File: config.mk
export PLATFORM = sky130hd
export DESIGN_NAME = uart_rx
export DESIGN_NICKNAME = d
export VERILOG_FILES = /design/src/rtl/uart_rx.sv
export SDC_FILE = /design/constraint.sdc
export NUM_CORES = 1
export LEC_CHECK = 0
export ABC_CLOCK_PERIOD_IN_PS = 4800
export CAP_MARGIN = 10
export CORE_MARGIN = 2
export CORE_UTILIZATION = 35
export DETAILED_ROUTE_END_ITERATION = 7
export DONT_BUFFER_PORTS = 1
export GPL_TIMING_DRIVEN = 0
export PLACE_DENSITY = 0.49
export SLEW_MARGIN = 5
export SYNTH_ARGS = -nofsm -noshare
export SYNTH_HDL_FRONTEND = slang
export SYNTH_SLANG_ARGS = --single-unit
File: constraint.sdc
create_clock -name clk_i -period 4.8 [get_ports clk_i]
set_clock_uncertainty 0.15 [all_clocks]
set_input_delay 1.2 -clock clk_i [delete_from_list [all_inputs] [get_ports clk_i]]
set_output_delay 1.2 -clock clk_i [all_outputs]
set_load 0.01 [all_outputs]
File: src/rtl/uart_rx.sv
// rtl/uart_rx.sv - 16x oversampled UART receiver with parity and framing status
// Samples each bit at its midpoint; timing advances only on rising edges of tick_i.
module uart_rx #(
   parameter int DATA_BITS = 8,
   parameter int PARITY    = 0
) (
   input  logic                 clk_i,
   input  logic                 rst_i,
   input  logic                 tick_i,
   input  logic                 rx_i,
   output logic [DATA_BITS-1:0] data_o,
   output logic                 valid_o,
   output logic                 parity_err_o,
   output logic                 frame_err_o,
   output logic                 busy_o
);

   localparam logic [2:0] S_IDLE  = 3'd0;
   localparam logic [2:0] S_START = 3'd1;
   localparam logic [2:0] S_DATA  = 3'd2;
   localparam logic [2:0] S_PAR   = 3'd3;
   localparam logic [2:0] S_STOP  = 3'd4;

   localparam logic [3:0] LAST_BIT = 4'(DATA_BITS - 1);

   logic                 rx_meta_q, rx_s_q, tick_q;
   logic [2:0]           state_q, state_d;
   logic [3:0]           scnt_q, scnt_d;
   logic [3:0]           bidx_q, bidx_d;
   logic [DATA_BITS-1:0] shift_q, shift_d;
   logic [DATA_BITS-1:0] data_q, data_d;
   logic                 perr_q, perr_d;
   logic                 valid_q, valid_d;
   logic                 par_out_q, par_out_d;
   logic                 ferr_q, ferr_d;
   logic                 se, mid, par_bad;

   assign se      = tick_i & ~tick_q;
   assign mid     = se && (scnt_q == 4'd15);
   assign par_bad = (^shift_q) ^ rx_s_q;

   always_comb begin
      state_d   = state_q;
      scnt_d    = scnt_q;
      bidx_d    = bidx_q;
      shift_d   = shift_q;
      perr_d    = perr_q;
      data_d    = data_q;
      valid_d   = 1'b0;
      par_out_d = par_out_q;
      ferr_d    = ferr_q;
      case (state_q)
         S_IDLE: begin
            if (se && !rx_s_q) begin
               state_d = S_START;
               scnt_d  = 4'd0;
            end
         end
         S_START: begin
            // Only the mid-start-bit sample decides; earlier bounces are ignored.
            if (se) begin
               if (scnt_q == 4'd7) begin
                  scnt_d  = 4'd0;
                  bidx_d  = 4'd0;
                  perr_d  = 1'b0;
                  state_d = rx_s_q ? S_IDLE : S_DATA;
               end else begin
                  scnt_d = scnt_q + 4'd1;
               end
            end
         end
         S_DATA: begin
            if (se) scnt_d = scnt_q + 4'd1;
            if (mid) begin
               shift_d = {rx_s_q, shift_q[DATA_BITS-1:1]};
               bidx_d  = bidx_q + 4'd1;
               if (bidx_q == LAST_BIT) state_d = (PARITY != 0) ? S_PAR : S_STOP;
            end
         end
         S_PAR: begin
            if (se) scnt_d = scnt_q + 4'd1;
            if (mid) begin
               perr_d  = (PARITY == 2) ? ~par_bad : par_bad;
               state_d = S_STOP;
            end
         end
         S_STOP: begin
            // Leaving at mid-stop-bit lets a back-to-back start edge be caught.
            if (se) scnt_d = scnt_q + 4'd1;
            if (mid) begin
               data_d    = shift_q;
               ferr_d    = ~rx_s_q;
               par_out_d = (PARITY != 0) & perr_q;
               valid_d   = 1'b1;
               state_d   = S_IDLE;
            end
         end
         default: state_d = S_IDLE;
      endcase
   end

   always_ff @(posedge clk_i) begin
      if (rst_i) begin
         rx_meta_q <= 1'b1;
         rx_s_q    <= 1'b1;
         tick_q    <= 1'b0;
         state_q   <= S_IDLE;
         scnt_q    <= 4'd0;
         bidx_q    <= 4'd0;
         shift_q   <= '0;
         data_q    <= '0;
         perr_q    <= 1'b0;
         valid_q   <= 1'b0;
         par_out_q <= 1'b0;
         ferr_q    <= 1'b0;
      end else begin
         rx_meta_q <= rx_i;
         rx_s_q    <= rx_meta_q;
         tick_q    <= tick_i;
         state_q   <= state_d;
         scnt_q    <= scnt_d;
         bidx_q    <= bidx_d;
         shift_q   <= shift_d;
         data_q    <= data_d;
         perr_q    <= perr_d;
         valid_q   <= valid_d;
         par_out_q <= par_out_d;
         ferr_q    <= ferr_d;
      end
   end

   assign data_o       = data_q;
   assign valid_o      = valid_q;
   assign parity_err_o = par_out_q;
   assign frame_err_o  = ferr_q;
   assign busy_o       = (state_q != S_IDLE);

endmodule

==> reports/qor.csv, run 1 <==
metric,value,unit
crit path launch type,register,
Total GRT Usage,13.6,%
worst hold stages,1,
Pint,428,uW
crit path capture,busy_o,
CTS Root Cell,clkbuf_8,
Comb gates,111,
sequential group share of total power,49.6,%
Dominant cell area share,43.7,%
# diodes,0,
run status,"finished, final reports clean",
"area fraction in full adders, half adders and majority gates",1.71,%
Syn Inst Count,156,
Final Setup Violations,0,
Commonest Layout Cell,dfxtp_1,
Switch Pwr,113,uW
Sum Neg Setup Slack,0,ps
largest class,combinational gates,
HP Class,reg -> reg,
CP Cell Sequence,buf_6 > nor2_1 > nand2_1,
Final Cycle Share,51.1,%
gp weighted congestion,0.785,
Met3 Wirelength,103,microns
Worst-Skew Late Latency,280,ps
IO Port Bufs,0,
Arrival @ worst endpoint,1100,ps
WL met1,1.42,mm
PwrDens,331,nW/um^2
# Taps,50,
Min-Delay Endpoint,rx_s_q$_SDFF_PP1_,
most common cell in the netlist,dfxtp_1,
multi-input logic area,746,sq um
==> run 1: power by group through the flow <==
| stage | clock network [mW] | registers (mW) | logic, mW |
|---|---|---|---|
| final | 0.255 | 0.268 | 0.0174 |
| after floorplan | 0 | 0.274 | 0.0138 |
| after detailed placement | 0 | 0.274 | 0.0175 |
| after CTS | 0.262 | 0.268 | 0.0177 |
| after global placement | 0 | 0.274 | 0.0176 |
| after global routing | 0.274 | 0.268 | 0.0194 |
==> run 1: stage by stage <==
step,utilization (%),instances,setup WS (ps),hold WS (ps),area [sq um]
after floorplan,-,156,2360,239,1470
after global placement,37.9,206,2280,242,1530
final,40.6,214,2350,260,1640
after detailed placement,37.9,206,2270,247,1530
after CTS,40.6,214,2360,264,1640
after global routing,40.6,214,2270,297,1640
==> run_1/sizes.png <==
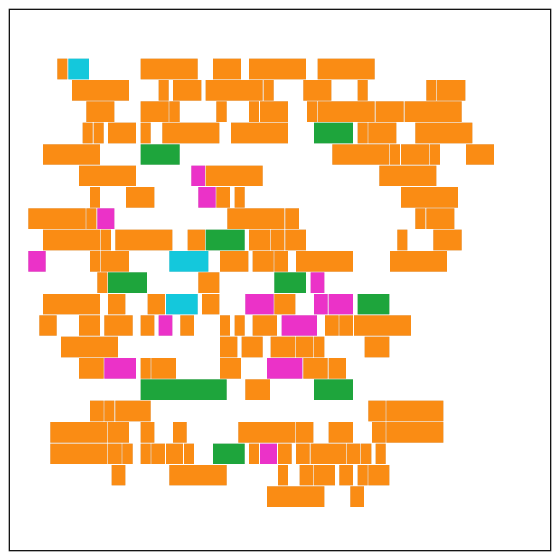
legend:
  cyan:
    size: _3 and _4 cells
    cells: 3
  green:
    size: _6 and larger
    cells: 9
  orange:
    size: _0 and _1 cells
    cells: 139
  magenta:
    size: _2 cells
    cells: 13
area grow syn2layout: 11.6%
cell area after layout: 1640 sq um
nonclk buf count: 10

==> run_1/layer_met2.png <==
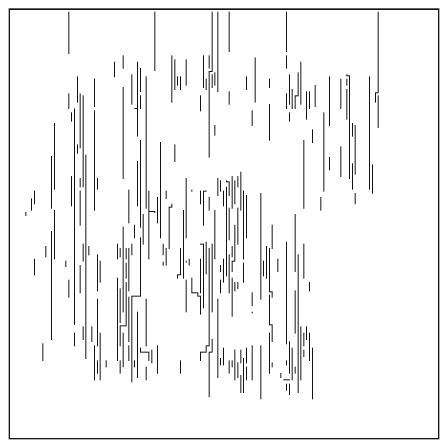
longest straight run: 34.7 microns
wire length on this layer: 1240 microns
Vias: 1111
final wirelength: 2.81 mm
met2 Use GR: 20.1%

==> run_1/placement_by_type.png <==
Bar = 20 microns. Fill, decap, tap and diode cells in gray.
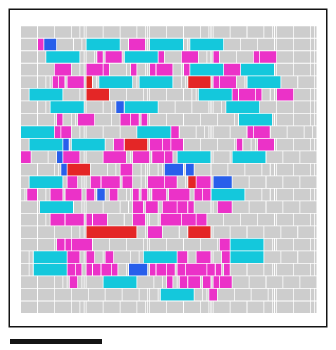
legend:
  cyan:
    class: flops
    cells: 32
  magenta:
    class: combinational and other logic
    cells: 114
  red:
    class: clock drivers and dummy loads
    cells: 8
  blue:
    class: other buffers and delay cells
    cells: 10
CORE AREA: 4030 sq um
post-layout util: 40.6%
FP Rows: 23
flop share of the area: 39.2%

==> inputs of run 2 (changes only) <==
Settings changed: ABC_CLOCK_PERIOD_IN_PS 4800 to 2440.
Clock period 4.8 ns to 2.44 ns, I/O delays scaled along.
==> run_2/sizes.png <==
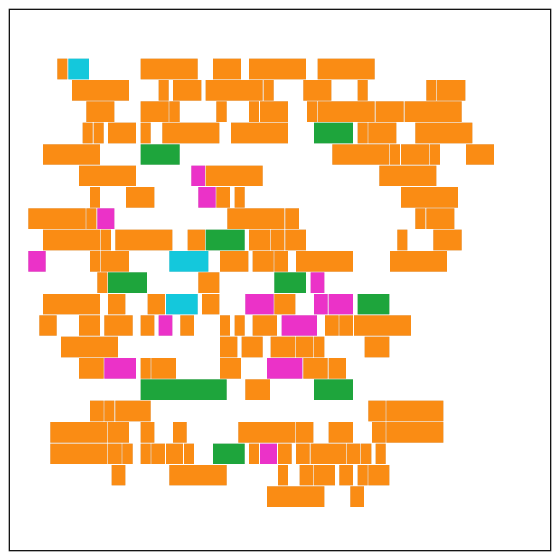
legend:
  magenta:
    size: _2 cells
    cells: 13
  orange:
    size: _0 and _1 cells
    cells: 139
  cyan:
    size: _3 and _4 cells
    cells: 3
  green:
    size: _6 and larger
    cells: 9
Final WS setup: 482 ps

==> run_2/placement_by_type.png <==
Bar = 20 microns. Fill, decap, tap and diode cells in gray.
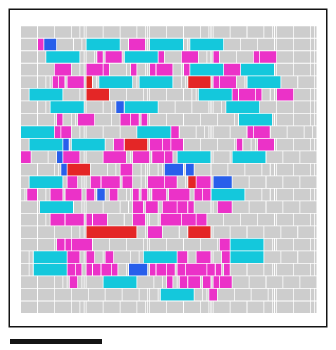
legend:
  cyan:
    class: flops
    cells: 32
  red:
    class: clock drivers and dummy loads
    cells: 8
  blue:
    class: other buffers and delay cells
    cells: 10
  magenta:
    class: combinational and other logic
    cells: 114

==> run 2 against run 1 <==
Effect of this change: synthesized area unchanged; first-iteration DRC count stayed put; combinational power up 97%; sequential cell count unchanged; setup slack got worse by 1900 ps; power up 97%; highest routed layer unchanged.
==> reports/qor.csv, run 2 <==
metric,value,unit,change
run status,"finished, final reports clean",,unchanged
most common cell in the netlist,dfxtp_1,,unchanged
Dominant cell area share,43.7,%,unchanged
cell area after layout,1640,sq um,unchanged
sequential power,527,uW,was 268 uW
gp weighted congestion,0.785,,unchanged
HP Class,in -> reg,,was reg -> reg
met2 Use GR,20.1,%,unchanged
Min-Delay Endpoint,tick_q$_SDFF_PP0_,,was rx_s_q$_SDFF_PP1_
Final Setup Violations,0,,unchanged
Pint,842,uW,was 428 uW
Arrival @ worst endpoint,2020,ps,was 1100 ps
PwrDens,651,nW/um^2,was 331 nW/um^2
Switch Pwr,223,uW,was 113 uW
CORE AREA,4030,sq um,unchanged
Main power group,sequential cells,,unchanged
Final Cycle Share,80.3,%,
Min Hold Slack,237,ps,was 260 ps
Total GRT Usage,13.6,%,unchanged
WL met1,1.42,mm,unchanged
placed cells,206,,unchanged
Sum Neg Setup Slack,0,ps,unchanged
placed inst area,1530,sq um,unchanged
Worst-Skew Late Latency,280,ps,about the same
CTS Root Cell,clkbuf_8,,unchanged
FP Rows,23,,unchanged
final wirelength,2.81,mm,unchanged
crit path launch type,register,,unchanged
crit path capture,state_q[1]$_SDFFE_PP0P_,,was busy_o
Met3 Wirelength,103,microns,unchanged
post-layout util,40.6,%,unchanged
[run 2: cell counts after synthesis]
Identical to the previous run, type by type.
[run 2: cells by family (layout without fill, tap and decap cells)]
logic type,Yosys count,after routing,share of synthesized area [%]
and+or+nand+nor,66,66,26.6
other,1,1,0.256
buffers and inverters,13,21,5.38
muxes,17,17,11.7
DFF,32,32,43.7
AOI/OAI and AO/OA,25,25,10.7
adders and majority gates,2,2,1.71
[run 2: final cells by class]
class	instances	area, sq um	area share (%)
Multi-Input combinational cell	111	746	45.6
Sequential cell	32	641	39.2
Clock buffer	6	72.6	4.44
Buffer	10	67.6	4.13
Tap cell	50	62.6	3.83
Clock inverter	2	35.0	2.14
Inverter	3	11.3	0.689
==> inputs of run 3 (changes only) <==
Settings changed: ABC_CLOCK_PERIOD_IN_PS 2440 to 2050.
Clock period 2.44 ns to 2.05 ns, I/O delays scaled along.
==> run_3/placement_by_type.png <==
Bar = 20 microns. Fill, decap, tap and diode cells in gray.
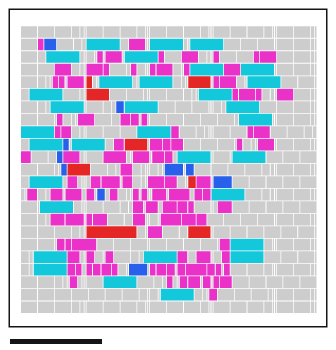
legend:
  magenta:
    class: combinational and other logic
    cells: 114
  cyan:
    class: flops
    cells: 32
  blue:
    class: other buffers and delay cells
    cells: 10
  red:
    class: clock drivers and dummy loads
    cells: 8
post-layout util: 40.7%
flop share of the area: 39.1%

==> run_3/logic_types.png <==
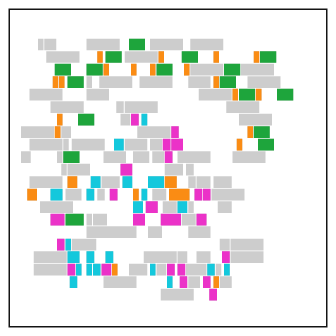
legend:
  cyan:
    family: NAND gates
    cells: 22
    most_used: nand2_1
  magenta:
    family: inverting AOI/OAI gates
    cells: 23
    most_used: a21oi_1
  green:
    family: multiplexers
    cells: 17
    most_used: mux2i_1
  orange:
    family: NOR gates
    cells: 24
    most_used: nor2_1
Commonest Layout Cell: dfxtp_1
non-filler cells, final: 214
Comb area share: 45.7%

==> run 3 against run 2 <==
Effect of this change: sequential power rose by 19%; clock-buffer cell count unchanged; power grew 19%; utilization grew 0.062 points; final cell count stayed put; non-clock buffer count stayed put; wire length increased by 0.11%; critical path type unchanged; largest cell class unchanged.
==> reports/qor.csv, run 3 <==
metric,value,unit,change
run status,"finished, final reports clean",,unchanged
inverter count,3,,unchanged
nonclk buf count,10,,unchanged
sequential power,628,uW,was 527 uW
Total GRT Usage,13.6,%,unchanged
gp weighted congestion,0.785,,unchanged
"worst slack, placed",122,ps,was 496 ps
# Taps,50,,unchanged
Final WS setup,99.6,ps,was 482 ps
Min-Delay Endpoint,tick_q$_SDFF_PP0_,,unchanged
Dominant cell area share,43.7,%,unchanged
area grow syn2layout,11.8,%,was 11.6%
final wirelength,2.81,mm,about the same
most common cell in the netlist,dfxtp_1,,unchanged
max_cap viols,0,,unchanged
# clk buffers,6,,unchanged
cell area after layout,1640,sq um,about the same
Pint,1.00,mW,was 842 uW
HP Class,in -> reg,,unchanged
Final Cycle Share,95.1,%,was 80.3%
sequential group share of total power,49.6,%,about the same
Switch Pwr,265,uW,was 223 uW
crit path capture,state_q[1]$_SDFFE_PP0P_,,unchanged
crit path launch type,register,,unchanged
placed inst area,1530,sq um,unchanged
Comb gates,111,,unchanged
PwrDens,773,nW/um^2,was 651 nW/um^2
Min Hold Slack,140,ps,was 237 ps
Main power group,sequential cells,,unchanged
clock-net power,598,uW,was 502 uW
sequential cell area,641,sq um,unchanged
CP Cell Sequence,ha_2 > and4b_1 > buf_2 > a22oi_1 > or4_1 > a21oi_1,,was ha_1 > and4b_1 > buf_2 > a22oi_1 > or4_1 > a21oi_1
worst hold stages,1,,unchanged
Clock-cell share,6.57,%,was 6.58%
IO Port Bufs,0,,unchanged
Final Hold Fails,0,,unchanged
# diodes,0,,unchanged
largest class,combinational gates,,unchanged
placed cells,206,,unchanged
DP HPWL,1.99,mm,unchanged
CTS Root Cell,clkbuf_8,,unchanged
Syn Inst Count,156,,unchanged
flop count,32,,unchanged
Signal buf overhead,4.13,%,about the same
-- run 3: kinds of logic (layout without fill, tap and decap cells) --
| family | Yosys count | after routing | synth area share [%] |
|---|---|---|---|
| other cells | 1 | 1 | 0.256 |
| mux | 17 | 17 | 11.7 |
| simple gates | 66 | 66 | 26.6 |
| compound gates | 25 | 25 | 10.7 |
| buf+inv | 13 | 21 | 5.38 |
| fa+ha+maj | 2 | 2 | 1.71 |
| flops | 32 | 32 | 43.7 |
-- run 3: timing repair --
action / in CTS / in global routing
setup endpoints to repair: 0 / 2
hold buffers: 0 / 0
resized: 0 / 1
-- run 3: per-layer routing --
metal / global-route usage, % / up-vias / routed length [microns]
met5: 0 / - / 0
met4: 5.88 / 0 / 48
met3: 5.36 / 5 / 103
met2: 20.1 / 15 / 1240
met1: 17.6 / 531 / 1420
li1: - / 568 / -
Power figures rest on the tool's default switching activity, not on a simulated workload.
